<file path="config.mk">
export PLATFORM = sky130hd
export DESIGN_NAME = sum_acc
export DESIGN_NICKNAME = d
export VERILOG_FILES = /design/src/rtl/sum_acc.sv
export SDC_FILE = /design/constraint.sdc
export NUM_CORES = 1
export LEC_CHECK = 0
export CAP_MARGIN = 10
export CORE_MARGIN = 3
export CORE_UTILIZATION = 55
export DETAILED_ROUTE_END_ITERATION = 16
export PLACE_DENSITY = 0.87
export SYNTH_ARGS = -nofsm -noshare
export SYNTH_HDL_FRONTEND = slang
export SYNTH_SLANG_ARGS = --single-unit
</file>
<file path="constraint.sdc">
create_clock -name clk -period 8.4 [get_ports clk]
set_input_delay 1.68 -clock clk [delete_from_list [all_inputs] [get_ports clk]]
set_output_delay 1.68 -clock clk [all_outputs]
set_load 0.02 [all_outputs]
</file>
<file path="src/rtl/sum_acc.sv">
// sum_acc: burst accumulator of adder sum words with a registered total; define SUM_ACC_SAT_EN for saturating totals
module sum_acc #(
   parameter int WIDTH = 32,
   parameter int CNT_W = 8
) (
   input  logic             clk,
   input  logic             rst_n,
   input  logic             start,
   input  logic [CNT_W-1:0] len,
   input  logic             in_valid,
   output logic             in_ready,
   input  logic [WIDTH-1:0] in_data,
   output logic             out_valid,
   input  logic             out_ready,
   output logic [WIDTH-1:0] out_data,
   output logic             out_ovf,
   output logic             busy
);
   typedef enum logic [1:0] {IDLE, ACC, HOLD} state_t;
   state_t           state_q, state_d;
   logic [WIDTH-1:0] acc_q, acc_d;
   logic [CNT_W-1:0] rem_q, rem_d;
   logic             ovf_q, ovf_d;
   logic [WIDTH:0]   sum;
   // state, running total, beats left and sticky carry registers
   always_ff @(posedge clk or negedge rst_n) begin
      if (!rst_n) begin
         state_q <= IDLE;
         acc_q   <= '0;
         rem_q   <= '0;
         ovf_q   <= 1'b0;
      end else begin
         state_q <= state_d;
         acc_q   <= acc_d;
         rem_q   <= rem_d;
         ovf_q   <= ovf_d;
      end
   end
   // burst sequencing: start arms a burst, each accepted beat adds into the total, handshake releases it
   always_comb begin
      state_d = state_q;
      acc_d   = acc_q;
      rem_d   = rem_q;
      ovf_d   = ovf_q;
      sum     = {1'b0, acc_q} + {1'b0, in_data};
      case (state_q)
         IDLE: if (start) begin
            acc_d   = '0;
            ovf_d   = 1'b0;
            rem_d   = len;
            state_d = (len != '0) ? ACC : HOLD;
         end
         ACC: if (in_valid) begin
`ifdef SUM_ACC_SAT_EN
            acc_d = (sum[WIDTH] || (&acc_q)) ? '1 : sum[WIDTH-1:0];
`else
            acc_d = sum[WIDTH-1:0];
`endif
            ovf_d   = ovf_q | sum[WIDTH];
            rem_d   = rem_q - CNT_W'(1);
            state_d = (rem_q == CNT_W'(1)) ? HOLD : ACC;
         end
         HOLD: state_d = out_ready ? IDLE : HOLD;
         default: state_d = IDLE;
      endcase
   end
   assign in_ready  = (state_q == ACC);
   assign out_valid = (state_q == HOLD);
   assign out_data  = acc_q;
   assign out_ovf   = ovf_q;
   assign busy      = (state_q != IDLE);
endmodule

</file>
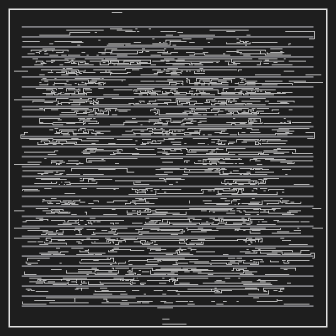
Run 1: M1 wires
Supply wires on this layer in grey.
- longest straight run: 26.2 um
- share of all routed wire: 43%
- nets with wire on the layer: 525
- wire length on this layer: 4200 um

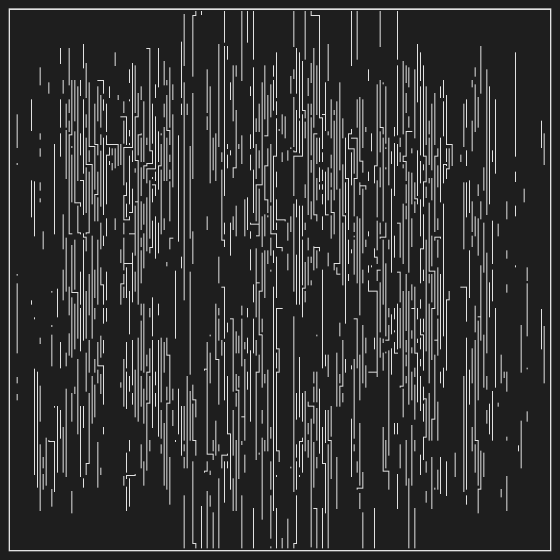
Run 1: the metal 2 layer
- main direction: vertical
- share of all routed wire: 49%
- longest straight run: 35.7 um
met2 usage in global routing: 0.476
vias post-DR: 3595

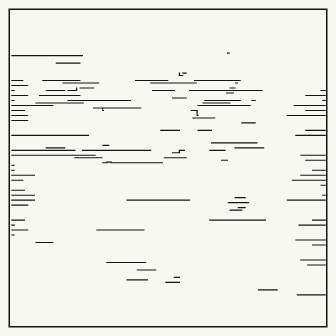
Run 1: M3 wires
- wire length on this layer: 681 um
- nets with wire on the layer: 89

==> flow_summary.ini, run 1 <==
; yosys + openroad results
[outcome]
outcome = completed

[floorplan]
num_rows = 28
num_io_pins = 81
die_w_um = 86.2
dieHeight_um = 86.2
fp_util = 0.584
die_area_um2 = 7440

[clock_tree]
cts.path.max_buffers = 2
worstSkewPairLatency_ns = 0.30
cts_resized = 0
path_clk_slew_ns = 0.09
hold_buffers = 0
cts_tree = done

[critical_path]
r2r_cells = 11
crit_fanout = 5
r2r_end = out_data[28]
end_kind = flip-flop
worstPathArrival_ns = 5.02
max_stage_delay_ns = 0.47

[logic_synthesis]
postSynth.asyncResetShare = 1.00
avgSynthCellArea_um2 = 8.18
numSynthFlops = 43
yosys_area_um2 = 3540
yosys_cells = 433
yosysWarnings = 0
yosys-top-cells-area = dfrtp_1 (30%), ha_1 (12%), o21ai_0 (7.5%), a21oi_1 (5.7%), nand2_1 (5.5%)

[flow_run]
drv_cap = 0

[placement]
place_hpwl_um = 7180
port_buffers = 80

[min_path]
hp-class = flip-flop to flip-flop
hp-start = out_data[21]

[global_routing]
antenna_found_initial = 0
grt_pass1_vias = 3519

[timing]
period_minus_slack_ns = 4.82
whs_ns = 0.510
tns_ns = 0
rsz0062_at_grt = no
setup_viol = 0

[drt]
wl_met3_um = 681
post_drt_wl_per_cell_um = 16.9
via_per_inst = 6.27
ant_nets = 0
drt-initial-drc-count = 225

[power_and_ir_drop]
vdd_drop_max_v = 0.000228
power_density_nw_per_um2 = 393
p_leak_nw = 1.91

[final_layout]
syn2layout_area_growth_pct = 25.7
-- run 1: Yosys cell counts, types with 6 or more instances --
| master | instances |
|---|---|
| nand3_1 | 9 |
| o21ai_0 | 53 |
| a21oi_1 | 40 |
| nand4_1 | 9 |
| nand2_1 | 52 |
| a211oi_1 | 6 |
| ha_1 | 34 |
| a21o_1 | 13 |
| clkbuf_1 | 20 |
| nor3_1 | 10 |
| nand2b_1 | 6 |
| xnor2_1 | 10 |
| dfrtp_1 | 43 |
| xor2_1 | 12 |
| inv_1 | 15 |
| nor2_1 | 25 |
| and3_1 | 8 |
-- run 1: worst min-delay path: cells and delay by family, from the launching register on --
| family | cells | cell delay, ns |
|---|---|---|
| DFF | 1 | 0.37 |
| AOI/OAI and AO/OA | 1 | 0.06 |
| and+or+nand+nor | 1 | 0.05 |
-- run 1: routing by layer --
| metal | vias to the layer above | global-route usage |
|---|---|---|
| met2 | 163 | 0.476 |
| li1 | 1719 | - |
| met5 | - | 0 |
| met4 | 0 | 0.0637 |
| met3 | 8 | 0.0447 |
| met1 | 1705 | 0.335 |
-- run 1: how the worst max path moves through the flow --
| stage | end | slack [ns] | start |
|---|---|---|---|
| CTS | out_data[28] | 3.60 | in_data[0] |
| finish | out_data[28] | 3.58 | in_data[0] |
| detailed placement | out_data[28] | 3.28 | in_data[0] |
| global route | out_data[28] | 3.34 | in_data[0] |
| floorplan | out_data[28] | 4.20 | in_data[0] |
| global placement | out_data[28] | 3.46 | in_data[0] |
-- run 1: power breakdown --
group	switching, mW	internal, mW	total, mW	leakage [nW]
registers	0.0905	0.309	0.399	0.519
clock network	0.0770	0.0874	0.164	0.0513
logic	0.670	0.517	1.19	1.34
total	0.838	0.913	1.75	1.91
-- run 1: through the flow --
step	setup WS (ns)	cell area (um2)	instances	util	power, mW
3_5_place_dp	3.28	4350	566	0.718	1.58
5_1_grt	3.34	4450	573	0.735	1.90
3_3_place_gp	3.46	4350	566	0.718	1.54
6_report	3.58	4450	573	0.735	1.75
2_1_floorplan	4.20	3540	433	-	1.20
4_1_cts	3.60	4450	573	0.735	1.74
-- run 1: state kept, by name, indices dropped and copies added, names as in the netlist --
signal and cells:
out_data 32, rem_q 8, out_ovf 1, state_q 2
-- run 1: layout make-up --
class / instances / area [um2] / area share
flip-flops and latches: 43 / 1080 / 0.242
clock inverters: 1 / 30.0 / 0.00675
well taps: 75 / 93.8 / 0.0211
repair buffers: 81 / 803 / 0.180
multi-input cells: 352 / 2320 / 0.521
clock buffers: 6 / 72.6 / 0.0163
inverters: 15 / 56.3 / 0.0126
-- run 1: logic make-up after synthesis --
logic type / share of synthesized area
compound gates: 0.290
xor+xnor: 0.0544
fa+ha+maj: 0.126
buf+inv: 0.0410
flops: 0.304
mux: 0.00318
simple gates: 0.182
==> run 2, diff against run 1 <==
--- a/config.mk
+++ b/config.mk
@@ -7,9 +7,9 @@
 export LEC_CHECK = 0
 export CAP_MARGIN = 10
 export CORE_MARGIN = 3
-export CORE_UTILIZATION = 55
+export CORE_UTILIZATION = 51
 export DETAILED_ROUTE_END_ITERATION = 16
-export PLACE_DENSITY = 0.87
+export PLACE_DENSITY = 0.81
 export SYNTH_ARGS = -nofsm -noshare
 export SYNTH_HDL_FRONTEND = slang
 export SYNTH_SLANG_ARGS = --single-unit
==> constraint.sdc (replaced) <==
create_clock -name clk -period 4.87 [get_ports clk]
set_input_delay 0.974 -clock clk [delete_from_list [all_inputs] [get_ports clk]]
set_output_delay 0.974 -clock clk [all_outputs]
set_load 0.02 [all_outputs]
==> run 2 against run 1 <==
Wire length rose by 0.62%. Clock-buffer cell count stayed put. Total power grew 73%. Core utilization is 4.9 points lower. Via count decreased by 2.6%. First-iteration DRC count up 8.4%. Hold slack gained 0.0027 ns. Design area is 0.56% higher. Area after synthesis unchanged. Sequential share of layout area fell by 0.14 points. Final cell count rose by 0.70%. Global-route usage fell by 1.7 points. Largest cell class unchanged. Highest routed layer unchanged.
==> flow_summary.ini, run 2 <==
; yosys + openroad results
[clock_tree]
path_clk_slew_ns = 0.09
cts.path.max_buffers = 2
worstSkewPairLatency_ns = 0.30
cts_tree = done
cts_resized = 0
hold_buffers = 0

[timing]
worst_slack_ns = 0.914
rsz0062_at_grt = no
tns_ns = 0
setup_viol = 0
period_minus_slack_ns = 3.96
whs_ns = 0.513

[final_layout]
syn2layout_area_growth_pct = 26.4
largest_reg_flops = 32
fin_area_um2 = 4480

[power_and_ir_drop]
p_leak_nw = 1.92
vdd_drop_max_v = 0.000366
power_density_nw_per_um2 = 678

[logic_synthesis]
most_common_cell = o21ai_0
yosysWarnings = 0
numSynthFlops = 43
postSynth.asyncResetShare = 1.00
avgSynthCellArea_um2 = 8.18
syn_nets = 513
yosys-top-cells-area = dfrtp_1 (30%), ha_1 (12%), o21ai_0 (7.5%), a21oi_1 (5.7%), nand2_1 (5.5%)
yosys_area_um2 = 3540

[critical_path]
worstPathArrival_ns = 4.14
crit_fanout = 5
max_stage_delay_ns = 0.46
end_kind = flip-flop

[global_routing]
antenna_found_initial = 0
grt_pass1_wl_um = 15800

[floorplan]
num_io_pins = 81
num_rows = 29
fp_util = 0.542
dieHeight_um = 89.3

[placement]
postPlaceCellArea_um2 = 4360
gp_congestion = 0.930
place_hpwl_um = 7330
port_buffers = 80

[drt]
drt-initial-drc-count = 244
ant_nets = 0
via_per_inst = 6.07
post_drt_wl_per_cell_um = 16.9

[min_path]
hp-class = flip-flop to flip-flop

[outcome]
outcome = completed

[flow_run]
drv_cap = 0
[run 2: cell counts after synthesis]
Identical to the previous run, type by type.
[run 2: power by group]
part | internal, mW | total, mW | switching (mW)
Combinational | 0.898 | 2.05 | 1.15
Sequential | 0.533 | 0.686 | 0.153
Clock | 0.166 | 0.298 | 0.131
[run 2: kinds of logic after synthesis]
kind of cell,synth area share
adder cells (fa/ha/maj),0.126
AND-OR/OR-AND,0.290
flip-flops,0.304
multiplexers,0.00318
XOR/XNOR,0.0544
AND/OR/NAND/NOR,0.182
buffers and inverters,0.0410
[run 2: stage by stage]
stage,instances,power [mW]
finish,577,3.03
global route,577,3.29
CTS,577,3.03
detailed placement,569,2.72
global placement,569,2.67
floorplan,433,2.07
[run 2: tightest hold or removal path, cell delays in order (launching register included)]
cell,delay [ns]
dfrtp_1,0.37
nand2_1,0.05
o21ai_0,0.06
[run 2: per-layer routing]
layer | wire, um | up-vias | track usage
met2 | 4780 | 100 | 0.439
met3 | 388 | 18 | 0.0304
li1 | - | 1722 | -
met4 | 204 | 0 | 0.0758
met5 | 0 | - | 0
met1 | 4370 | 1661 | 0.318
[run 2: area by class of cell]
type	count	area (um2)
tap	77	96.3
sequential	43	1080
multi-input combinational	352	2320
inverter	15	56.3
timing repair buffer	82	811
clock buffer	6	82.6
clock inverter	2	35.0
fill	574	2050
[run 2: worst paths after layout]
check	startpoint	cells after the start	end
min in group asynchronous	rst_n	1	out_data[11]
setup / recovery	in_data[0]	13	out_data[28]
hold reg to reg	out_data[16]	2	out_data[16]
max in group asynchronous	rst_n	1	rem_q[6]
hold / removal	out_data[16]	2	out_data[16]
setup reg to reg	out_data[0]	12	out_data[28]
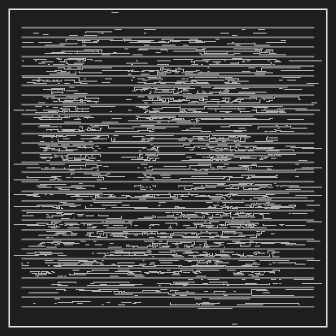
Run 2: M1 wires
Supply wires on this layer in grey.
- share of all routed wire: 45%
- nets with wire on the layer: 536
- longest straight run: 28.1 um
- main direction: horizontal

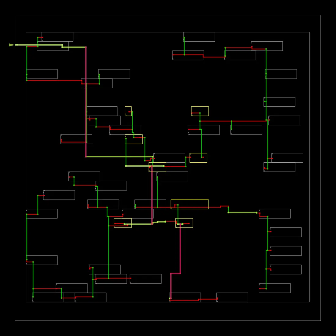
Run 2: the clock network
TritonCTS buffer count: 5
CTS sink count: 43
seq_cells: 43

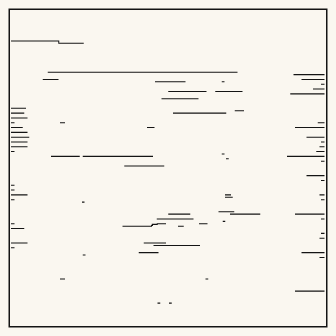
Run 2: M3 wires
- main direction: horizontal
- share of all routed wire: 4.0%
vias post-DR: 3501
Routed Wire Length: 9750 um
routing usage on met3: 0.0304

==> run 3, diff against run 2 <==
==> constraint.sdc (replaced) <==
create_clock -name clk -period 3.9 [get_ports clk]
set_input_delay 0.78 -clock clk [delete_from_list [all_inputs] [get_ports clk]]
set_output_delay 0.78 -clock clk [all_outputs]
set_load 0.02 [all_outputs]
==> run 3 against run 2 <==
Synthesized cell count stayed put. Critical path depth is 1 lower. Global-route usage is 0.96 points lower. Sequential share of layout area hardly changed. Sequential power is 24% higher.
==> flow_summary.ini, run 3 <==
; yosys + openroad results
[critical_path]
end_kind = flip-flop
r2r_end = out_data[28]
max_stage_delay_ns = 0.46
worstPathArrival_ns = 3.82
critPathCapture = out_data[28]
critPathLaunch = in_data[0]
r2r_cells = 11
crit_fanout = 4

[floorplan]
fp_util = 0.542

[drt]
post_drt_wl_per_cell_um = 15.9
ant_nets = 0
via_per_inst = 6.14
via_count = 3569
routed_wl_um = 9240

[power_and_ir_drop]
vdd_drop_max_v = 0.000408
power_density_nw_per_um2 = 828
finalPower_mw = 3.71

[clock_tree]
hold_buffers = 0
cts_tree = done
path_clk_slew_ns = 0.08
clkSinkCount = 43
cts_resized = 0
numCtsBuffers = 5
cts.path.max_buffers = 2

[min_path]
hp-class = flip-flop to flip-flop

[final_layout]
largest_reg_flops = 32

[placement]
port_buffers = 80
place_hpwl_um = 7070
gp_congestion = 0.911

[global_routing]
grt_pass1_wl_um = 15400

[logic_synthesis]
postSynth.asyncResetShare = 1.00
numSynthFlops = 43
syn_nets = 513
yosys_area_um2 = 3540
yosys-top-cells-area = dfrtp_1 (30%), ha_1 (12%), o21ai_0 (7.5%), a21oi_1 (5.7%), nand2_1 (5.5%)

[flow_run]
drv_cap = 0

[outcome]
outcome = completed

[timing]
setup_viol = 0
period_minus_slack_ns = 3.64
worst_slack_ns = 0.257
run 3: cell families (layout without fill, tap and decap cells):
logic type	Yosys count	in the layout	share of synthesized area
muxes	1	1	0.00318
xor gates and xnor gates	22	22	0.0544
adders and majority gates	35	35	0.126
DFF	43	43	0.304
and+or+nand+nor	136	136	0.182
buffers and inverters	38	109	0.0410
AOI/OAI and AO/OA	158	158	0.290
run 3: area by class of cell:
class	count	area [um2]
clock buffers	6	72.6
flip-flops and latches	43	1080
multi-input cells	352	2320
repair buffers	86	841
well taps	77	96.3
inverters	15	56.3
clock inverters	2	12.5
fillers	554	2060
run 3: power by group:
group,switching [mW],internal (mW)
Combinational,1.43,1.14
Clock,0.158,0.125
Sequential,0.187,0.665
run 3: through the flow:
stage	hold slack (ns)	area (um2)	utilization	std cells
2_1_floorplan	0.461	3540	-	433
3_3_place_gp	0.482	4390	0.672	573
3_5_place_dp	0.486	4390	0.672	573
4_1_cts	0.506	4470	0.685	581
5_1_grt	0.553	4470	0.685	581
6_report	0.506	4470	0.685	581
run 3: worst min-delay path by stage:
stage,start,to,cells past startpoint
after detailed placement,rem_q[4],rem_q[4],2
after global routing,out_data[2],out_data[2],2
after global placement,rem_q[4],rem_q[4],2
after CTS,rem_q[4],rem_q[4],2
after floorplan,rem_q[4],rem_q[4],2
final,rem_q[4],rem_q[4],2
run 3: worst max-delay path, delay by kind of cell:
kind                     cells  cell delay [ns]
AND-OR/OR-AND                7             1.71
buffers and inverters        2             0.53
adder cells (fa/ha/maj)      2             0.56
AND/OR/NAND/NOR              1             0.24
run 3: per-layer routing:
layer	track usage	vias up	wire (um)
met2	0.422	128	4500
met4	0.0758	0	138
met3	0.0369	15	496
met1	0.301	1686	4110
met5	0	-	0
li1	-	1740	-
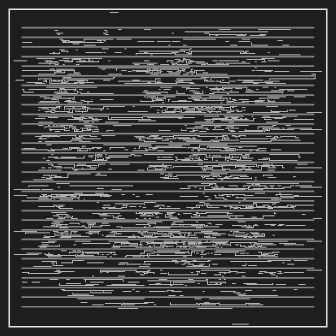
Run 3: M1 wires
Supply wires on this layer in grey.
- share of all routed wire: 44%
- longest straight run: 25.8 um
- main direction: horizontal
- wire length on this layer: 4110 um
- nets with wire on the layer: 519

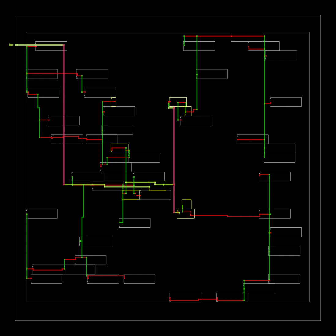
Run 3: the clock network
worst-skew pair later-pin latency: 0.29 ns
clk_skew: 0.00440 ns
Clock group: 0.283 mW

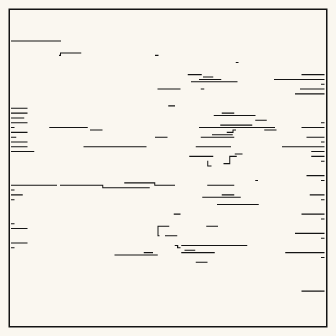
Run 3: M3 wires
- longest straight run: 21.2 um
- wire length on this layer: 496 um

Power is estimated from default activity; no workload was simulated.
